**config.mk**
```make
export PLATFORM = sky130hd
export DESIGN_NAME = mem_wb_pipe
export DESIGN_NICKNAME = d
export VERILOG_FILES = /design/src/rtl/pipe_pkg.sv /design/src/rtl/sat_counter.sv /design/src/rtl/mem_wb_pipe.sv
export SDC_FILE = /design/constraint.sdc
export NUM_CORES = 1
export LEC_CHECK = 0
export ABC_AREA = 1
export CAP_MARGIN = 20
export CORE_AREA = 2 2 128 130
export DETAILED_ROUTE_END_ITERATION = 12
export DIE_AREA = 0 0 130 132
export PLACE_DENSITY = 0.76
export SLEW_MARGIN = 20
export SYNTH_ARGS = -nofsm -noshare
export SYNTH_HDL_FRONTEND = slang
export SYNTH_SLANG_ARGS = --single-unit
```
**constraint.sdc**
```tcl
create_clock -name clock -period 3.75 [get_ports clock]
set_input_delay 0.375 -clock clock [delete_from_list [all_inputs] [get_ports clock]]
set_output_delay 0.375 -clock clock [all_outputs]
set_load 0.02 [all_outputs]
```
**src/rtl/pipe_pkg.sv**
```systemverilog
// ---------------------------------------------------------------------------
// pipe_pkg
// Shared definitions for the pipeline stage registers.
//   - memToReg writeback-source encodings
//   - default datapath widths used as parameter defaults by the stage registers
// ---------------------------------------------------------------------------
package pipe_pkg;

   // Writeback source select carried in memToReg.
   localparam logic [1:0] MTR_ALU  = 2'd0;  // ALU result
   localparam logic [1:0] MTR_MEM  = 2'd1;  // load data from data memory
   localparam logic [1:0] MTR_PCPP = 2'd2;  // PC+4 (link)
   localparam logic [1:0] MTR_RSVD = 2'd3;  // reserved, behaves like MTR_ALU

   // Default widths.
   localparam int DEFAULT_DATA_W     = 32;
   localparam int DEFAULT_REG_ADDR_W = 4;
   localparam int DEFAULT_CNT_W      = 16;

endpackage : pipe_pkg

```
**src/rtl/sat_counter.sv**
```systemverilog
// ---------------------------------------------------------------------------
// sat_counter
// Saturating up-counter for pipeline-register statistics. Counts on the
// falling edge of the stage clock, like the pipeline registers it serves.
//
// Ports:
//   clock_i  in   stage clock (state changes on the falling edge)
//   clr_i    in   synchronous clear, has priority over inc_i
//   inc_i    in   increment request for this edge
//   count_o  out  current count, sticks at 2^CNT_W-1
// ---------------------------------------------------------------------------
module sat_counter #(
   parameter int CNT_W = 16
) (
   input  logic             clock_i,
   input  logic             clr_i,
   input  logic             inc_i,
   output logic [CNT_W-1:0] count_o
);

   localparam logic [CNT_W-1:0] CNT_MAX = {CNT_W{1'b1}};

   logic [CNT_W-1:0] count_q;
   logic [CNT_W-1:0] count_d;

   // Hold at the maximum instead of wrapping back to zero.
   always_comb begin
      count_d = count_q;
      if (inc_i && (count_q != CNT_MAX)) begin
         count_d = count_q + CNT_W'(1);
      end
   end

   always_ff @(negedge clock_i) begin
      if (clr_i) begin
         count_q <= '0;
      end else begin
         count_q <= count_d;
      end
   end

   assign count_o = count_q;

endmodule : sat_counter

```
**src/rtl/mem_wb_pipe.sv**
```systemverilog
// ---------------------------------------------------------------------------
// mem_wb_pipe
// MEM/WB pipeline register between the data-memory stage and register-file
// writeback. All state changes on the falling edge of clock. Per edge the
// update priority is reset > flush > stall > load.
//
// Ports (inputs, sampled on the falling edge):
//   clock, reset (sync, active-high), stall (hold), flush (insert bubble),
//   valid_in, DataOutDataMemory_in, memToReg_in, ALUResult_in,
//   registerFileWrite_in, regWrite_in, pcpp_in
// Ports (outputs):
//   valid, DataOutDataMemory, memToReg, ALUResult, registerFileWrite,
//   regWrite, pcpp               registered stage contents
//   wbData                       writeback value selected by memToReg
//   fwdValid, fwdReg             view for the forwarding/hazard unit
//   stallCount, bubbleCount      saturating statistics counters
// ---------------------------------------------------------------------------
module mem_wb_pipe
   import pipe_pkg::*;
#(
   parameter int DATA_W     = DEFAULT_DATA_W,
   parameter int REG_ADDR_W = DEFAULT_REG_ADDR_W,
   parameter int CNT_W      = DEFAULT_CNT_W
) (
   input  logic                  clock,
   input  logic                  reset,
   input  logic                  stall,
   input  logic                  flush,
   input  logic                  valid_in,
   input  logic [DATA_W-1:0]     DataOutDataMemory_in,
   input  logic [1:0]            memToReg_in,
   input  logic [DATA_W-1:0]     ALUResult_in,
   input  logic [REG_ADDR_W-1:0] registerFileWrite_in,
   input  logic                  regWrite_in,
   input  logic [DATA_W-1:0]     pcpp_in,
   output logic                  valid,
   output logic [DATA_W-1:0]     DataOutDataMemory,
   output logic [1:0]            memToReg,
   output logic [DATA_W-1:0]     ALUResult,
   output logic [REG_ADDR_W-1:0] registerFileWrite,
   output logic                  regWrite,
   output logic [DATA_W-1:0]     pcpp,
   output logic [DATA_W-1:0]     wbData,
   output logic                  fwdValid,
   output logic [REG_ADDR_W-1:0] fwdReg,
   output logic [CNT_W-1:0]      stallCount,
   output logic [CNT_W-1:0]      bubbleCount
);

   // ------------------------------------------------------------------------
   // Stage registers
   // ------------------------------------------------------------------------
   logic                  valid_q,    valid_d;
   logic [DATA_W-1:0]     dmem_q,     dmem_d;
   logic [1:0]            mtr_q,      mtr_d;
   logic [DATA_W-1:0]     alu_q,      alu_d;
   logic [REG_ADDR_W-1:0] rfw_q,      rfw_d;
   logic                  rw_q,       rw_d;
   logic [DATA_W-1:0]     pcpp_q,     pcpp_d;

   // Next-state selection. Reset is handled in the register process so it
   // overrides everything computed here.
   always_comb begin
      valid_d = valid_q;
      dmem_d  = dmem_q;
      mtr_d   = mtr_q;
      alu_d   = alu_q;
      rfw_d   = rfw_q;
      rw_d    = rw_q;
      pcpp_d  = pcpp_q;
      if (flush) begin
         // Bubble: only the fields that could cause a write or a forward are
         // cleared; the datapath fields keep their old contents.
         valid_d = 1'b0;
         rw_d    = 1'b0;
         rfw_d   = '0;
      end else if (!stall) begin
         valid_d = valid_in;
         dmem_d  = DataOutDataMemory_in;
         mtr_d   = memToReg_in;
         alu_d   = ALUResult_in;
         rfw_d   = registerFileWrite_in;
         // An invalid instruction must never write the register file.
         rw_d    = regWrite_in & valid_in;
         pcpp_d  = pcpp_in;
      end
   end

   always_ff @(negedge clock) begin
      if (reset) begin
         valid_q <= 1'b0;
         dmem_q  <= '0;
         mtr_q   <= MTR_ALU;
         alu_q   <= '0;
         rfw_q   <= '0;
         rw_q    <= 1'b0;
         pcpp_q  <= '0;
      end else begin
         valid_q <= valid_d;
         dmem_q  <= dmem_d;
         mtr_q   <= mtr_d;
         alu_q   <= alu_d;
         rfw_q   <= rfw_d;
         rw_q    <= rw_d;
         pcpp_q  <= pcpp_d;
      end
   end

   assign valid             = valid_q;
   assign DataOutDataMemory = dmem_q;
   assign memToReg          = mtr_q;
   assign ALUResult         = alu_q;
   assign registerFileWrite = rfw_q;
   assign regWrite          = rw_q;
   assign pcpp              = pcpp_q;

   // ------------------------------------------------------------------------
   // Writeback mux and forwarding view
   // ------------------------------------------------------------------------
   always_comb begin
      wbData = '0;
      if (valid_q) begin
         case (mtr_q)
            MTR_MEM:  wbData = dmem_q;
            MTR_PCPP: wbData = pcpp_q;
            default:  wbData = alu_q;  // MTR_ALU and reserved MTR_RSVD
         endcase
      end
   end

   assign fwdValid = rw_q & valid_q;
   assign fwdReg   = rfw_q;

   // ------------------------------------------------------------------------
   // Statistics
   // ------------------------------------------------------------------------
   // A stall only counts when it actually held the stage (flush overrides).
   // A bubble is loaded either by flush or by a normal load of an invalid
   // instruction. The counters' own clear covers the reset edge.
   logic stall_inc;
   logic bubble_inc;

   assign stall_inc  = stall & ~flush;
   assign bubble_inc = flush | (~stall & ~valid_in);

   sat_counter #(
      .CNT_W (CNT_W)
   ) u_stall_cnt (
      .clock_i (clock),
      .clr_i   (reset),
      .inc_i   (stall_inc),
      .count_o (stallCount)
   );

   sat_counter #(
      .CNT_W (CNT_W)
   ) u_bubble_cnt (
      .clock_i (clock),
      .clr_i   (reset),
      .inc_i   (bubble_inc),
      .count_o (bubbleCount)
   );

endmodule : mem_wb_pipe

```
Fig. 1: power grid
Drawn at 3 px/um. Pins as bars on the die edge.
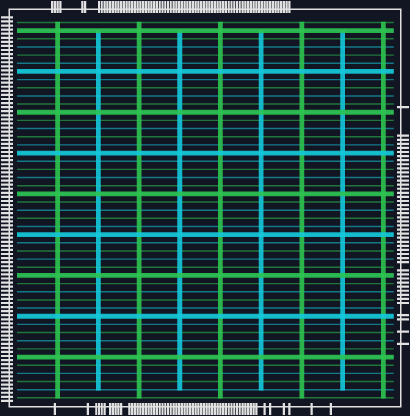
Green is VSS. Cyan is VDD.
9 straps on met4. 281 signal pins sit on the boundary.
Die W: 130 um
core area: 15700 um^2
Peak VDD IR: 459 uV

Fig. 2: cell classes on the final placement
Drawn at 2 px/um. Fill, decap, tap and diode cells in gray.
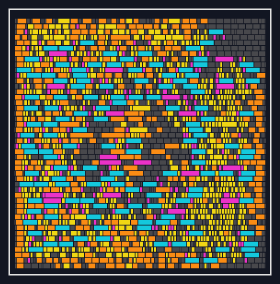
Yellow is remaining logic cells, cells 737, share of their area 33%. Cyan is registers, cells 136, share of their area 25%. Orange is remaining buffers and delay cells, cells 325, share of their area 32%. Magenta is clock drivers and dummy loads, cells 168, share of their area 9.7%.

Fig. 3: clock distribution
Drawn at 4 px/um.
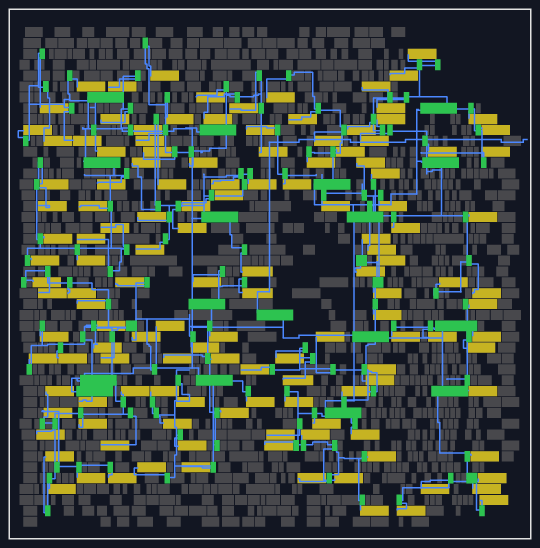
Green is clock-net drivers, count 153. Yellow is flip-flops, count 136. Blue is clock wires, length 2710 um.
Position of the flops: all over the die. There are 154 routed clock nets.

==> results.json <==
{
  "synth_stat.cells": 930,
  "crit_chain": "inv_2 > ha_4 > inv_6 > buf_16 > o21ai_4 > a21oi_2 > buf_4",
  "crit_buf_inv": 4,
  "clock_sinks": 136,
  "holdPathEnd": "memToReg[0]",
  "power.total_w": 0.00456,
  "ios": 281,
  "topCellsByArea": "dfxtp_1 (44%), nor2_1 (17%), o21ai_0 (10%)",
  "final_antenna_net_count": 0,
  "synth_warnings": 0,
  "slew_violations": 0,
  "cpMaxStageDelayCell": "dfxtp_2",
  "drc": 0,
  "violations": "setup timing",
  "first_global_vias": 8015,
  "num_rows": 46,
  "min_from": "memToReg[0]",
  "dp_hpwl_um": 17000,
  "cellLeakagePower_nw": 5.85,
  "syn-cell-area_um2": 6190,
  "cts_buffers": 17,
  "fp_nets": 1042,
  "portBuffers": 280,
  "antenna_found_initial": 0,
  "critPathMaxStageDelay_ps": 320,
  "cts_root_buf": "clkbuf_16",
  "cp-start-kind": "register",
  "rsz0062_at_grt": "yes",
  "fin_ws_ps": -240,
  "synthCells": 930,
  "outcome": "complete, but fails checks",
  "postSynthSeqShare_pct": 44.0,
  "crit_fanout": 9,
  "drive_gt1_share_pct": 14.3,
  "regToRegStartpoint": "u_stall_cnt.count_o[0]",
  "cap_violations": 0,
  "gp_congestion": 0.894,
  "design_area_um2": 11000,
  "diodes": 0,
  "reg2reg_depth": 8,
  "worstPathRequired_ps": 3380,
  "hold_ws_ps": 482,
  "clk_pin_slew_worst_paths_ps": 40,
  "r2r_end": "u_stall_cnt.count_o[0]",
  "grt_pass1_wl_um": 39400,
  "wl_per_cell_um": 16.4,
  "synth-seq-cells": 136,
  "drt_first_pass_iters": 7,
  "final-setup-viol-count": 32,
  "arrival_ps": 3610
}
==> cells by family (layout without fill, tap and decap cells) <==
| kind of cell | Yosys count | count (layout) | share of synthesized area [%] |
|---|---|---|---|
| compound gates | 223 | 223 | 18.0 |
| xor+xnor | 3 | 3 | 0.425 |
| fa+ha+maj | 4 | 4 | 0.809 |
| buf+inv | 98 | 534 | 6.47 |
| flops | 136 | 136 | 44.0 |
| simple gates | 466 | 466 | 30.3 |
==> power by group <==
group | leakage, nW | switching (W) | internal, W
Combinational | 3.74 | 0.000412 | 0.000370
Clock | 0.986 | 0.00107 | 0.00109
Sequential | 1.12 | 0.0000851 | 0.00154
==> repair_timing <==
action,4_1_cts,5_1_grt
pin swaps,3,4
endpoints found under the hold margin,0,0
buffers inserted,1,1
setup endpoints to repair,61,76
resized,249,99
cloned,4,0
==> registers in the layout, indices dropped and copies added, names as in the netlist <==
| register | cells |
|---|---|
| ALUResult | 32 |
| DataOutDataMemory | 32 |
| pcpp | 32 |
| u_bubble_cnt.count_o | 16 |
| u_stall_cnt.count_o | 16 |
| fwdReg | 4 |
| memToReg | 2 |
| regWrite | 1 |
| valid | 1 |
==> metrics by stage <==
stage,util [%],worst slack [ps],TNS [ps]
after floorplan,-,23.6,0
after global placement,60.8,-345,-9790
after detailed placement,60.8,-387,-10820
after CTS,68.1,-225,-5700
after global routing,70.2,-286,-7800
final,70.2,-240,-5980
==> how the worst max path moves through the flow <==
stage / cells after the start / end / startpoint
finish: 7 / wbData[8] / memToReg[0]
global route: 6 / wbData[8] / memToReg[0]
CTS: 7 / wbData[17] / memToReg[0]
detailed placement: 7 / wbData[17] / memToReg[0]
global placement: 7 / wbData[1] / memToReg[0]
floorplan: 7 / wbData[1] / memToReg[0]
==> cell type report <==
cell class / count / area, um^2 / area share, %
inverter: 41 / 161 / 1.46
clock buffer: 17 / 425 / 3.86
timing repair buffer: 325 / 3420 / 31.0
clock inverter: 151 / 618 / 5.60
multi-input combinational: 696 / 3400 / 30.9
tap: 216 / 270 / 2.45
sequential: 136 / 2730 / 24.7
==> synthesized netlist by cell type (4+ instances only) <==
| library cell | instances |
|---|---|
| a21oi_1 | 91 |
| buf_2 | 5 |
| buf_4 | 5 |
| clkbuf_1 | 44 |
| dfxtp_1 | 136 |
| ha_1 | 4 |
| inv_1 | 39 |
| nand2_1 | 133 |
| nand2_2 | 4 |
| nand3_1 | 32 |
| nand4_1 | 8 |
| nor2_1 | 277 |
| o21ai_0 | 125 |
| o21ai_1 | 7 |
==> cells in the final DEF (no fill, tap or decap), drive strengths merged <==
cell / instances
bufbuf: 2
nor3: 3
nor2: 282
clkinvlp: 6
dlygate4sd2: 31
clkbuf: 18
xor2: 2
a21oi: 91
nand2: 137
and2: 1
nand3b: 1
clkinv: 4
nand4: 9
nand3: 32
ha: 4
clkdlybuf4s50: 168
dfxtp: 136
buf: 75
dlymetal6s2s: 48
o21ai: 132
inv: 181
bufinv: 1
and3: 1
xnor2: 1
==> metal layers <==
layer  GRT usage (%)  share of wire [%]  vias to the layer above
met5               0                  0                        -
met4            18.1                4.3                        0
met3            12.0                8.7                       78
met2            48.2                 49                      384
met1            30.9                 38                     3672
li1                -                  -                     3848
Power figures rest on the tool's default switching activity, not on a simulated workload.
